**M1 wires**

Supply wires on this layer in gray.
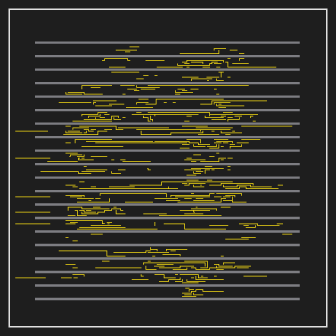
**Routed metal, one color a layer**

Only two layers are drawn.
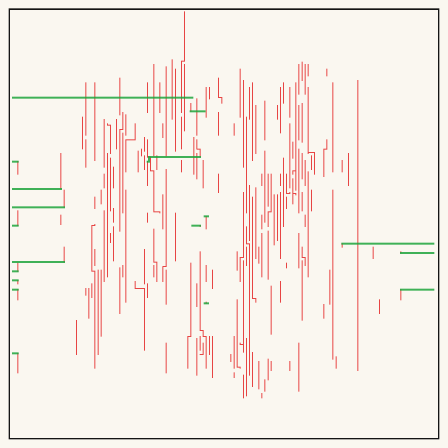
**Wires at chosen ports, followed through buffers**

Scale bar: 20 um.
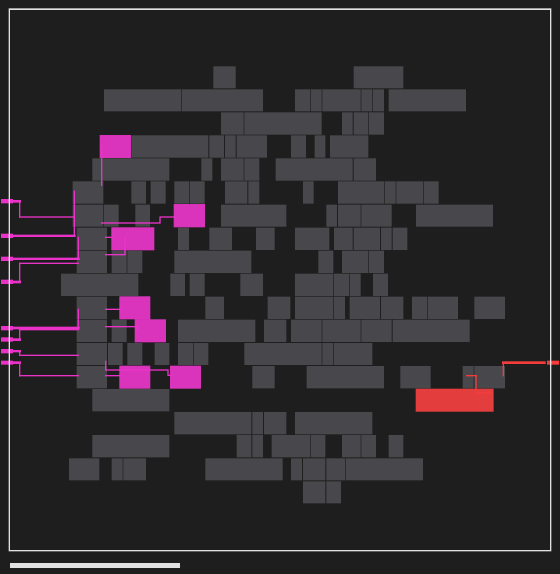
--- config.mk ---
export PLATFORM = sky130hd
export DESIGN_NAME = uart_tx_stream
export DESIGN_NICKNAME = d
export VERILOG_FILES = /design/src/rtl/uart_tx_stream.sv
export SDC_FILE = /design/constraint.sdc
export NUM_CORES = 1
export LEC_CHECK = 0
export ABC_CLOCK_PERIOD_IN_PS = 2530
export CORE_MARGIN = 5
export CORE_UTILIZATION = 42
export CTS_BUF_LIST = sky130_fd_sc_hd__clkbuf_4
export DETAILED_ROUTE_END_ITERATION = 8
export PLACE_DENSITY_LB_ADDON = 0.3
export SYNTH_ARGS = -nofsm -noshare
export SYNTH_HDL_FRONTEND = slang
export SYNTH_SLANG_ARGS = --single-unit
--- constraint.sdc ---
create_clock -name clk -period 2.53 [get_ports clk]
set_input_delay 0.759 -clock clk [delete_from_list [all_inputs] [get_ports clk]]
set_output_delay 0.759 -clock clk [all_outputs]
set_load 0.05 [all_outputs]
--- src/rtl/uart_tx_stream.sv ---
// uart_tx_stream -- streaming UART transmitter with a valid/ready input.
//
// A word on data_i is accepted on a rising edge where valid_i && ready_o.
// It is then sent as one start bit (0), size_p data bits LSB first,
// an optional even-parity bit and stop_bits_p stop bits (1).
// Each bit lasts clks_per_bit_p clock cycles.
//
// Build option:
//   UART_TX_PARITY_EN  when defined, a PARITY bit (XOR of the data bits)
//                      is sent between DATA and STOP.
//
// Parameters:
//   size_p          data bits per frame (5..9)
//   clks_per_bit_p  clk cycles per serial bit (>= 2)
//   stop_bits_p     stop bits per frame (1 or 2)
//
// Ports:
//   clk      clock, all state on the rising edge
//   rst      asynchronous active-high reset
//   data_i   parallel word to transmit
//   valid_i  data_i holds a word for transmission
//   ready_o  a word can be accepted this cycle (registered)
//   tx_o     serial line, idle high (registered)
//   busy_o   a frame is in progress (registered)

module uart_tx_stream #(
  parameter int size_p         = 8,
  parameter int clks_per_bit_p = 16,
  parameter int stop_bits_p    = 1
) (
  input  logic              clk,
  input  logic              rst,
  input  logic [size_p-1:0] data_i,
  input  logic              valid_i,
  output logic              ready_o,
  output logic              tx_o,
  output logic              busy_o
);

  localparam int cnt_w = $clog2(clks_per_bit_p);
  localparam int idx_w = $clog2(size_p + 1);

  localparam logic [cnt_w-1:0] cnt_last  = cnt_w'(clks_per_bit_p - 1);
  localparam logic [idx_w-1:0] idx_last  = idx_w'(size_p - 1);
  localparam logic [idx_w-1:0] stop_last = idx_w'(stop_bits_p - 1);

  typedef enum logic [2:0] {
    IDLE,
    START,
    DATA,
`ifdef UART_TX_PARITY_EN
    PARITY,
`endif
    STOP
  } state_t;

  state_t            state;
  logic [cnt_w-1:0]  cnt;    // cycles within the current bit
  logic [idx_w-1:0]  idx;    // data bit index, reused to count stop bits
  logic [size_p-1:0] shift;  // captured word, shifted right as bits go out
`ifdef UART_TX_PARITY_EN
  logic              parity; // even parity of the captured word
`endif

  always_ff @(posedge clk or posedge rst) begin
    if (rst) begin
      state   <= IDLE;
      tx_o    <= 1'b1;
      ready_o <= 1'b0;
      busy_o  <= 1'b0;
      cnt     <= '0;
      idx     <= '0;
      shift   <= '0;
`ifdef UART_TX_PARITY_EN
      parity  <= 1'b0;
`endif
    end else begin
      case (state)
        IDLE: begin
          // ready_o is low for the first cycle after reset, so the first
          // edge only raises it; acceptance needs the registered ready_o.
          if (ready_o && valid_i) begin
            shift   <= data_i;
`ifdef UART_TX_PARITY_EN
            parity  <= ^data_i;
`endif
            state   <= START;
            tx_o    <= 1'b0;
            ready_o <= 1'b0;
            busy_o  <= 1'b1;
            cnt     <= '0;
            idx     <= '0;
          end else begin
            ready_o <= 1'b1;
            tx_o    <= 1'b1;
            busy_o  <= 1'b0;
          end
        end

        START: begin
          if (cnt == cnt_last) begin
            cnt   <= '0;
            state <= DATA;
            tx_o  <= shift[0];
          end else begin
            cnt <= cnt + 1'b1;
          end
        end

        DATA: begin
          if (cnt == cnt_last) begin
            cnt <= '0;
            if (idx == idx_last) begin
              idx   <= '0;
`ifdef UART_TX_PARITY_EN
              state <= PARITY;
              tx_o  <= parity;
`else
              state <= STOP;
              tx_o  <= 1'b1;
`endif
            end else begin
              idx   <= idx + 1'b1;
              shift <= shift >> 1;
              // shift[1] is the bit that becomes shift[0] after this edge
              tx_o  <= shift[1];
            end
          end else begin
            cnt <= cnt + 1'b1;
          end
        end

`ifdef UART_TX_PARITY_EN
        PARITY: begin
          if (cnt == cnt_last) begin
            cnt   <= '0;
            state <= STOP;
            tx_o  <= 1'b1;
          end else begin
            cnt <= cnt + 1'b1;
          end
        end
`endif

        STOP: begin
          if (cnt == cnt_last) begin
            cnt <= '0;
            if (idx == stop_last) begin
              idx     <= '0;
              state   <= IDLE;
              ready_o <= 1'b1;
              busy_o  <= 1'b0;
            end else begin
              idx <= idx + 1'b1;
            end
          end else begin
            cnt <= cnt + 1'b1;
          end
        end

        default: begin
          state   <= IDLE;
          tx_o    <= 1'b1;
          ready_o <= 1'b0;
          busy_o  <= 1'b0;
        end
      endcase
    end
  end

endmodule

==> job_summary.md <==
### Flow metrics

| Metric | Value |
|---|---|
| Post-route non-filler standard cell count | `around 170` |
| Largest net degree at the start of global routing | `22` |
| Final Hold Fails | `0` |
| Count of final max-slew check failures | `0` |
| Reg with most FFs | `shift` |
| Top Layout Cells | `24 x o21ai_0, 20 x dfrtp_1, 13 x clkdlybuf4s50_1, 9 x mux2i_1, 9 x inv_1` |
| Pint | `432 uW` |
| Clock buffers | `4` |
| CP Max Fanout | `2` |
| Clk_skew | `0.000873 ns` |
| Status | `finished, final reports clean` |
| Seq_cells | `21` |
| Mapped Cells | `123` |
| Gr ovfl total | `0` |
| Max Cap Viol | `0` |
| Antenna cell count | `0` |
| Cell taking the most area after synthesis | `dfrtp_1` |
| Clock-pin slew on the worst setup and hold paths | `0.12 ns` |
| Avg Cell Area, Syn | `~9.8 um2` |
| Reg-to-Reg Start | `state[0]$_DFFE_PP0P_` |
| WL met2 | `roughly 1.1 mm` |
| Clk latency late pin | `0.31 ns` |
| Htree depth | `1` |
| Combinational fraction of the cell area | `between 40% and 50%` |
| Vias/cell | `approximately 5.5` |
| Synthesis Warnings | `0` |
| Met2 GRT Util | `between 20 and 25%` |
| Non-clk bufs | `16` |
| Startpoint Class | `flip-flop` |
| DP Cell Count | `164` |
| Data required, critical path | `1.77 ns` |
| Placement Setup Slack | `between 0.3 and 0.4 ns` |
| FF+latch area | `527 um2` |
| Worst min-delay path class | `reg -> reg` |
| FP Rows | `19` |
| R2r endpoint | `idx[3]$_DFFE_PP0P_` |
| Top pwr grp | `sequential cells` |
| Delay-heaviest family, CP | `buffers and inverters` |
| Finish-stage setup viols | `0` |
| Clock power share | `approximately 32%` |
| Netlist cell types | `36` |
| Worst path max stage delay | `0.80 ns` |
| Chip Width | `63.7 um` |
| Tapcells | `31` |
| Total core area | `2760 um2` |
| Top cells by area | `dfrtp_1 41%, o21ai_0 9.9%, mux2i_1 7.4%` |
| Comb pwr share | `6.1%` |
| Crit path max-delay cell type | `clkdlybuf4s50_1` |
| Yosys stat cell total | `123` |
| R2R Setup Slk | `0.40 ns` |
| Number of global-route vias before repair | `1,054` |
| Simple Share, Synth | `between 10% and 20%` |
## Picture notes: 'M1 wires'
share of all routed wire: 49%
main direction: horizontal
nets with wire on the layer: 138
Vias: 930
Post-Route WL: 2.42 mm
M1 GR Usage: 17.5%

## Picture notes: 'routed metal, one color a layer'
legend:
  green:
    layer: M3
    wire_length: 88.5 um
  red:
    layer: M2
    wire_length: 1,100 um
All-Layer GR Usage: 14.3%
WL per Instance: 14.4 um

## Picture notes: 'wires at chosen ports, followed through buffers'
legend:
  red:
    port: busy_o
    bits: 1
    direction: output
    end_cells: 1
    wire: 11.4 um
  magenta:
    port: data_i
    bits: 8
    direction: input
    end_cells: 8
    wire: 114 um
IO Port Bufs: 13
I/O pin cnt: 14

Power and IR drop assume default switching activity.
